floorplan.png
Bar = 20 um. Pins as bars on the die edge.
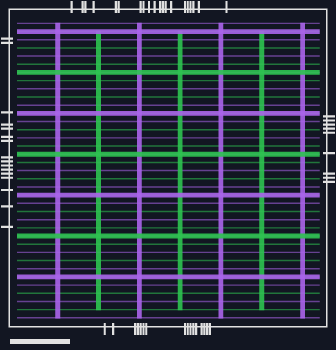
class_map.png
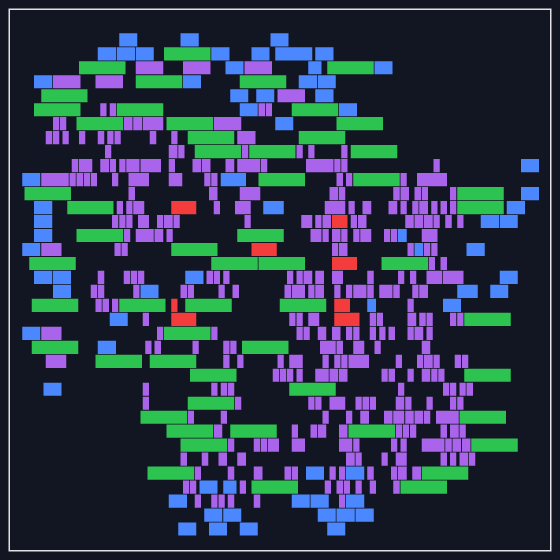
clock_wires.png
Bar = 20 um.
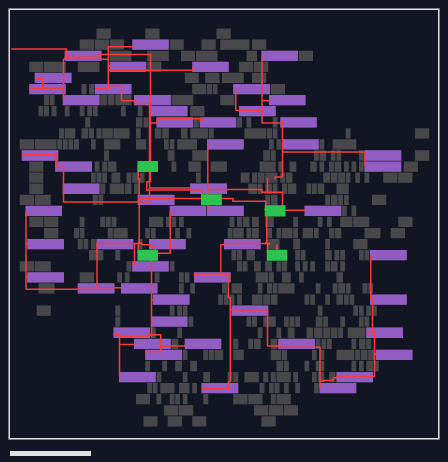
layers.png
Bar = 20 um.
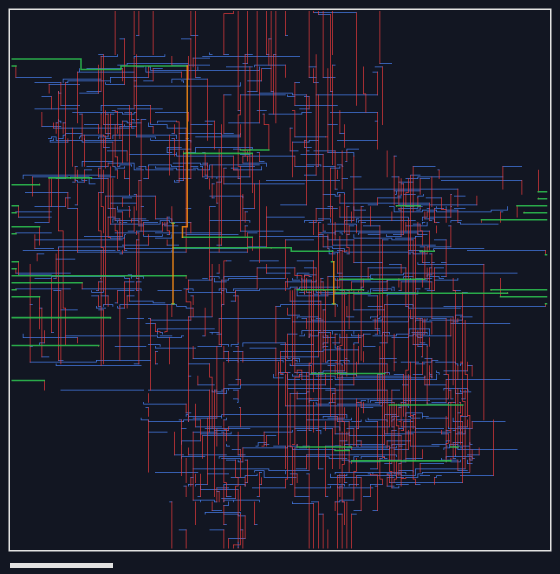
clock_nets.png
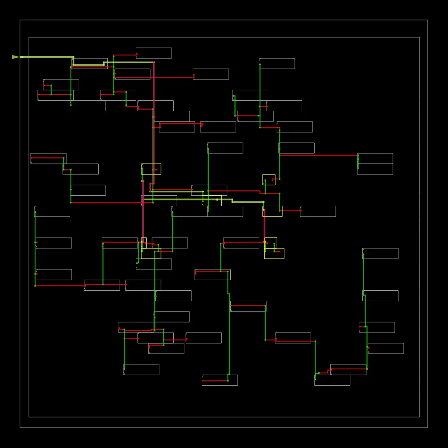
--- config.mk ---
export PLATFORM = sky130hd
export DESIGN_NAME = acquisition_controller
export DESIGN_NICKNAME = d
export VERILOG_FILES = /design/src/rtl/acq_pkg.sv /design/src/rtl/acquisition_controller_addr_counter.sv /design/src/rtl/acquisition_controller.sv
export SDC_FILE = /design/constraint.sdc
export NUM_CORES = 1
export LEC_CHECK = 0
export ABC_AREA = 1
export CAP_MARGIN = 5
export CORE_MARGIN = 2
export CORE_UTILIZATION = 30
export DETAILED_ROUTE_END_ITERATION = 8
export GPL_TIMING_DRIVEN = 0
export PLACE_DENSITY = 0.52
export SYNTH_ARGS = -nofsm -noshare
export SYNTH_HDL_FRONTEND = slang
export SYNTH_HIERARCHICAL = 1
export SYNTH_SLANG_ARGS = --single-unit
--- constraint.sdc ---
create_clock -name Clock -period 3.5 [get_ports Clock]
set_clock_uncertainty 0.1 [all_clocks]
set_input_delay 0.35 -clock Clock [delete_from_list [all_inputs] [get_ports Clock]]
set_output_delay 0.35 -clock Clock [all_outputs]
set_load 0.02 [all_outputs]
--- src/rtl/acq_pkg.sv ---
// Shared definitions for the acquisition sequencer: state encoding,
// default buffer address width and a small state-classification helper.
package acq_pkg;

    localparam int ADDR_WIDTH_DEFAULT = 12;

    // Encodings are visible to the host through the State status port.
    localparam logic [2:0] ST_IDLE    = 3'd0;
    localparam logic [2:0] ST_PRETRIG = 3'd1;
    localparam logic [2:0] ST_ARMED   = 3'd2;
    localparam logic [2:0] ST_POST    = 3'd3;
    localparam logic [2:0] ST_DONE    = 3'd4;

    typedef enum logic [2:0] {
        S_IDLE    = ST_IDLE,
        S_PRETRIG = ST_PRETRIG,
        S_ARMED   = ST_ARMED,
        S_POST    = ST_POST,
        S_DONE    = ST_DONE
    } acq_state_t;

    // A capture is in progress (and the buffer is being written) in these states.
    function automatic logic state_is_busy(input acq_state_t s);
        return (s == S_PRETRIG) || (s == S_ARMED) || (s == S_POST);
    endfunction

endpackage

--- src/rtl/acquisition_controller_addr_counter.sv ---
// Wrapping write-address counter for the circular sample buffer.
// Clear has priority over increment; the count wraps modulo 2^ADDR_WIDTH.
module acq_addr_counter
    import acq_pkg::*;
#(
    parameter int ADDR_WIDTH = ADDR_WIDTH_DEFAULT
) (
    input  logic                  clk,
    input  logic                  rst,
    input  logic                  clear,
    input  logic                  inc,
    output logic [ADDR_WIDTH-1:0] count
);

    logic [ADDR_WIDTH-1:0] count_q;
    logic [ADDR_WIDTH-1:0] count_d;

    // Next address: restart at zero on clear, otherwise step after each write.
    always_comb begin
        count_d = count_q;
        if (clear) begin
            count_d = '0;
        end else if (inc) begin
            count_d = count_q + ADDR_WIDTH'(1);
        end
    end

    // Address register.
    always_ff @(posedge clk or posedge rst) begin
        if (rst) begin
            count_q <= '0;
        end else begin
            count_q <= count_d;
        end
    end

    assign count = count_q;

endmodule

--- src/rtl/acquisition_controller.sv ---
// Capture sequencer: fills the pre-trigger window, arms, takes the trigger
// sample plus the post-trigger window, then parks in DONE reporting where
// the trigger sample was written. Every output comes straight from a flop.
module acquisition_controller
    import acq_pkg::*;
#(
    parameter int ADDR_WIDTH = ADDR_WIDTH_DEFAULT
) (
    input  logic                  Clock,
    input  logic                  Reset,
    input  logic                  Start,
    input  logic                  Abort,
    input  logic                  Trigger,
    input  logic [ADDR_WIDTH-1:0] PreTrigCount,
    input  logic [ADDR_WIDTH-1:0] PostTrigCount,
    output logic                  Armed,
    output logic                  EnableRecording,
    output logic                  WriteEnable,
    output logic [ADDR_WIDTH-1:0] WriteAddr,
    output logic [ADDR_WIDTH-1:0] TriggerAddr,
    output logic                  Done,
    output logic                  Busy,
    output logic [2:0]            State
);

    acq_state_t            state_q, state_d;
    logic [ADDR_WIDTH-1:0] cnt_q, cnt_d;        // remaining writes in PRETRIG/POST
    logic [ADDR_WIDTH-1:0] post_q, post_d;      // post-trigger count latched at Start
    logic [ADDR_WIDTH-1:0] trig_addr_q, trig_addr_d;
    logic                  we_q, we_d;
    logic                  armed_q, armed_d;
    logic                  en_rec_q, en_rec_d;
    logic                  done_q, done_d;
    logic                  busy_q, busy_d;

    logic                  start_accept;
    logic                  trig_accept;
    logic [ADDR_WIDTH-1:0] addr;

    // The address advances after every cycle in which a write was strobed,
    // and restarts at zero when a new capture is accepted.
    acq_addr_counter #(
        .ADDR_WIDTH (ADDR_WIDTH)
    ) u_addr_counter (
        .clk   (Clock),
        .rst   (Reset),
        .clear (start_accept),
        .inc   (we_q),
        .count (addr)
    );

    // Next-state, sample-count and output computation; outputs are derived
    // from the next state so they are registered alongside it.
    always_comb begin
        state_d      = state_q;
        cnt_d        = cnt_q;
        post_d       = post_q;
        trig_addr_d  = trig_addr_q;
        start_accept = 1'b0;
        trig_accept  = 1'b0;

        if (Abort) begin
            state_d = S_IDLE;
        end else begin
            case (state_q)
                S_IDLE, S_DONE: begin
                    if (Start) begin
                        start_accept = 1'b1;
                        cnt_d        = PreTrigCount;
                        post_d       = PostTrigCount;
                        state_d      = (PreTrigCount != '0) ? S_PRETRIG : S_ARMED;
                    end
                end
                S_PRETRIG: begin
                    // cnt_q counts the writes still to do, including this cycle's.
                    if (cnt_q <= ADDR_WIDTH'(1)) begin
                        state_d = S_ARMED;
                    end else begin
                        cnt_d = cnt_q - ADDR_WIDTH'(1);
                    end
                end
                S_ARMED: begin
                    if (Trigger) begin
                        trig_accept = 1'b1;
                        trig_addr_d = addr;
                        if (post_q == '0) begin
                            state_d = S_DONE;
                        end else begin
                            state_d = S_POST;
                            cnt_d   = post_q;
                        end
                    end
                end
                S_POST: begin
                    if (cnt_q <= ADDR_WIDTH'(1)) begin
                        state_d = S_DONE;
                    end else begin
                        cnt_d = cnt_q - ADDR_WIDTH'(1);
                    end
                end
                default: begin
                    state_d = S_IDLE;
                end
            endcase
        end

        we_d     = state_is_busy(state_d);
        busy_d   = state_is_busy(state_d);
        armed_d  = (state_d == S_ARMED);
        done_d   = (state_d == S_DONE);
        en_rec_d = (state_d == S_POST) || trig_accept;
    end

    // State, counters and registered outputs.
    always_ff @(posedge Clock or posedge Reset) begin
        if (Reset) begin
            state_q     <= S_IDLE;
            cnt_q       <= '0;
            post_q      <= '0;
            trig_addr_q <= '0;
            we_q        <= 1'b0;
            armed_q     <= 1'b0;
            en_rec_q    <= 1'b0;
            done_q      <= 1'b0;
            busy_q      <= 1'b0;
        end else begin
            state_q     <= state_d;
            cnt_q       <= cnt_d;
            post_q      <= post_d;
            trig_addr_q <= trig_addr_d;
            we_q        <= we_d;
            armed_q     <= armed_d;
            en_rec_q    <= en_rec_d;
            done_q      <= done_d;
            busy_q      <= busy_d;
        end
    end

    assign Armed           = armed_q;
    assign EnableRecording = en_rec_q;
    assign WriteEnable     = we_q;
    assign WriteAddr       = addr;
    assign TriggerAddr     = trig_addr_q;
    assign Done            = done_q;
    assign Busy            = busy_q;
    assign State           = state_q;

endmodule

==> Slide: Implementation Results <==
Flow Results at a Glance

Placement
  • Placer Congestion: 0.855

Final layout
  • # fillers: 1032
  • Most instantiated logic cell after routing: nand2_1
  • Layout cells sized above 1: 10.6%
  • Antenna cells: 0

Logic synthesis
  • Mapped Area: 3070 um^2
  • Synthesis warning total: 6
  • Post-synthesis simple-gate area fraction: 31.9%
  • Xor+xnor area frac: 0.571%
  • Aoi share: 8.24%
  • Synth area leader: dfrtp_1
  • # Cells Yosys: 393
  • Top cells by area, synth: dfrtp_1, nand2_1, nor2_1
  • Syn Nets: 425
  • Chip Area, Yosys: 3070 um^2
  • Multiplexer share: 5.51%

Route
  • Post-DR vias/cell: 4.56
  • DRC viols: 0
  • Met1 wire length: 3660 um
  • First-pass DRT Iterations: 4
  • Met3 wire len: 400 um
  • Vias: 2711
  • 1st-iter DRT viols: 103
  • Top Layer Used: met4

Setup path
  • Crit end category: register
  • Max incr delay on CP: 460 ps
  • Path depth of the worst reg2reg path: 11
  • Crit path max-delay family: simple AND/OR/NAND/NOR gates
  • Reg2reg start: State[0]
  • Crit path max fanout: 12
  • Buffers & Inverters on Critical Path: 3
  • Worst path cell trace: nor2_1 > inv_1 > nor2_1 > nand2_2 > inv_2 > buf_4 > nor2_4 > nor3b_1 > nand2_1 > nand2_1 > nor2_1
  • Element type at the critical path start: register

Global routing
  • Met3 usage: 2.87%
  • Gr usage total: 15.1%
  • Vias in the first global route: 2709
  • Layer with the highest usage: met2
  • Grt total ovfl: 0
  • Largest net degree at the start of global routing: 34

CTS
  • Hold Buf Count CTS: 0
  • Post-CTS repair timing setup buffer count: 0
  • CTS H-tree depth: 2
  • Post-CTS sizing: 0
  • Clock-pin slew on the worst setup and hold paths: 110 ps

Flow run
  • OpenROAD warning count: 27

Outcome
  • Status: finished, final reports clean

Floorplanning
  • Row count: 36
  • Fp util: 31.1%

Worst hold path
  • Min-Delay Path Class: in2async

Final timing
  • Tcrit/Tclk final: 66.2%
  • Final hold vios: 0
  • Slew headroom: 66.0%
  • Slew @ Worst Pin: 509 ps
  • Max Fclk: 431 MHz
  • Crit path time final: 2320 ps
  • Slew Viols, Final: 0

Power and ir drop
  • PD cells: 422 nW/um^2
  • Overall Power: 0.00167 W
-- floorplan.png (at the start) --
- purple: VSS
- green: VDD
- met4 straps: 7
- rows: 36
- met5 straps: 7
VDD IR max: 0.162 mV
CORE AREA: 9860 um^2

-- class_map.png (at the start) --
- red: clock drivers and dummy loads (cells 8; share of their area 2.4%)
- blue: remaining buffers and delay cells (cells 69; share of their area 18%)
- purple: remaining logic cells (cells 330; share of their area 43%)
- green: registers (cells 55; share of their area 36%)
post-layout util: 40.0%
sequential share of cell area: 34.9%

-- clock_wires.png (at the start) --
- red: clock wires (length 772 um)
- green: clock-net drivers (count 5)
- purple: flip-flops (count 55)
- flops lie: spread over the die
- routed clock nets: 6
Clk. pwr: 0.000366 W
Skew-Pair Late Insertion Delay: 310 ps
Clk pwr share: 22.0%

-- layers.png (at the start) --
- red: M2 (wire length 3730 um)
- orange: M4 (wire length 58.0 um)
- blue: M1 (wire length 3660 um)
- green: M3 (wire length 400 um)
drt wl/cell: 13.2 um
final wirelength: 7850 um

-- clock_nets.png (at the start) --
Flops: 55
cts bufs inserted: 5
clock buf count: 6

cell type report:
class / instances / area [um^2] / area share [%]
Clock buffer: 6 / 72.6 / 1.84
Inverter: 45 / 169 / 4.28
Sequential cell: 55 / 1380 / 34.9
Multi-Input combinational cell: 285 / 1450 / 36.9
Timing Repair Buffer: 61 / 621 / 15.7
Tap cell: 133 / 166 / 4.22
Clock inverter: 2 / 17.5 / 0.444
Buffer: 8 / 66.3 / 1.68
how the worst max path moves through the flow:
| stage | depth (start not counted) | endpoint |
|---|---|---|
| final | 11 | u_addr_counter/count[5] |
| after global routing | 11 | u_addr_counter/count[5] |
| after CTS | 11 | u_addr_counter/count[5] |
| after detailed placement | 11 | u_addr_counter/count[5] |
| after global placement | 2 | cnt_q[0] |
| after floorplan | 11 | u_addr_counter/count[5] |
metrics by stage:
step                std cells  area, um^2  utilization [%]
floorplan                 393        3070                -
finish                    595        3940             40.0
global route              595        3940             40.0
global placement          586        3830             38.9
CTS                       595        3940             40.0
detailed placement        587        3850             39.1
cells in the mapped netlist, drive strengths merged:
cell type  count
clkbuf         1
a21o           2
a21oi         11
nor3           3
nand4          3
mux2          12
ha             3
nor2          60
a22oi          6
buf            7
o22ai          1
xor2           1
xnor2          1
nand3b         1
inv           45
or2            1
o31ai          1
nand3         21
nand2        132
nor3b          1
o21ai         23
and2           2
dfrtp         55
registers in the layout (all words and copies together) (netlist names):
| name | count |
|---|---|
| Armed | 1 |
| TriggerAddr | 12 |
| Busy | 1 |
| cnt_q | 12 |
| post_q | 12 |
| Done | 1 |
| State | 3 |
| EnableRecording | 1 |
| u_addr_counter/count | 12 |
power breakdown:
part,switching (W),internal (W)
sequential,0.0000990,0.000722
combinational,0.000274,0.000205
clock,0.000221,0.000145
total,0.000594,0.00107
Power and IR drop assume default switching activity.
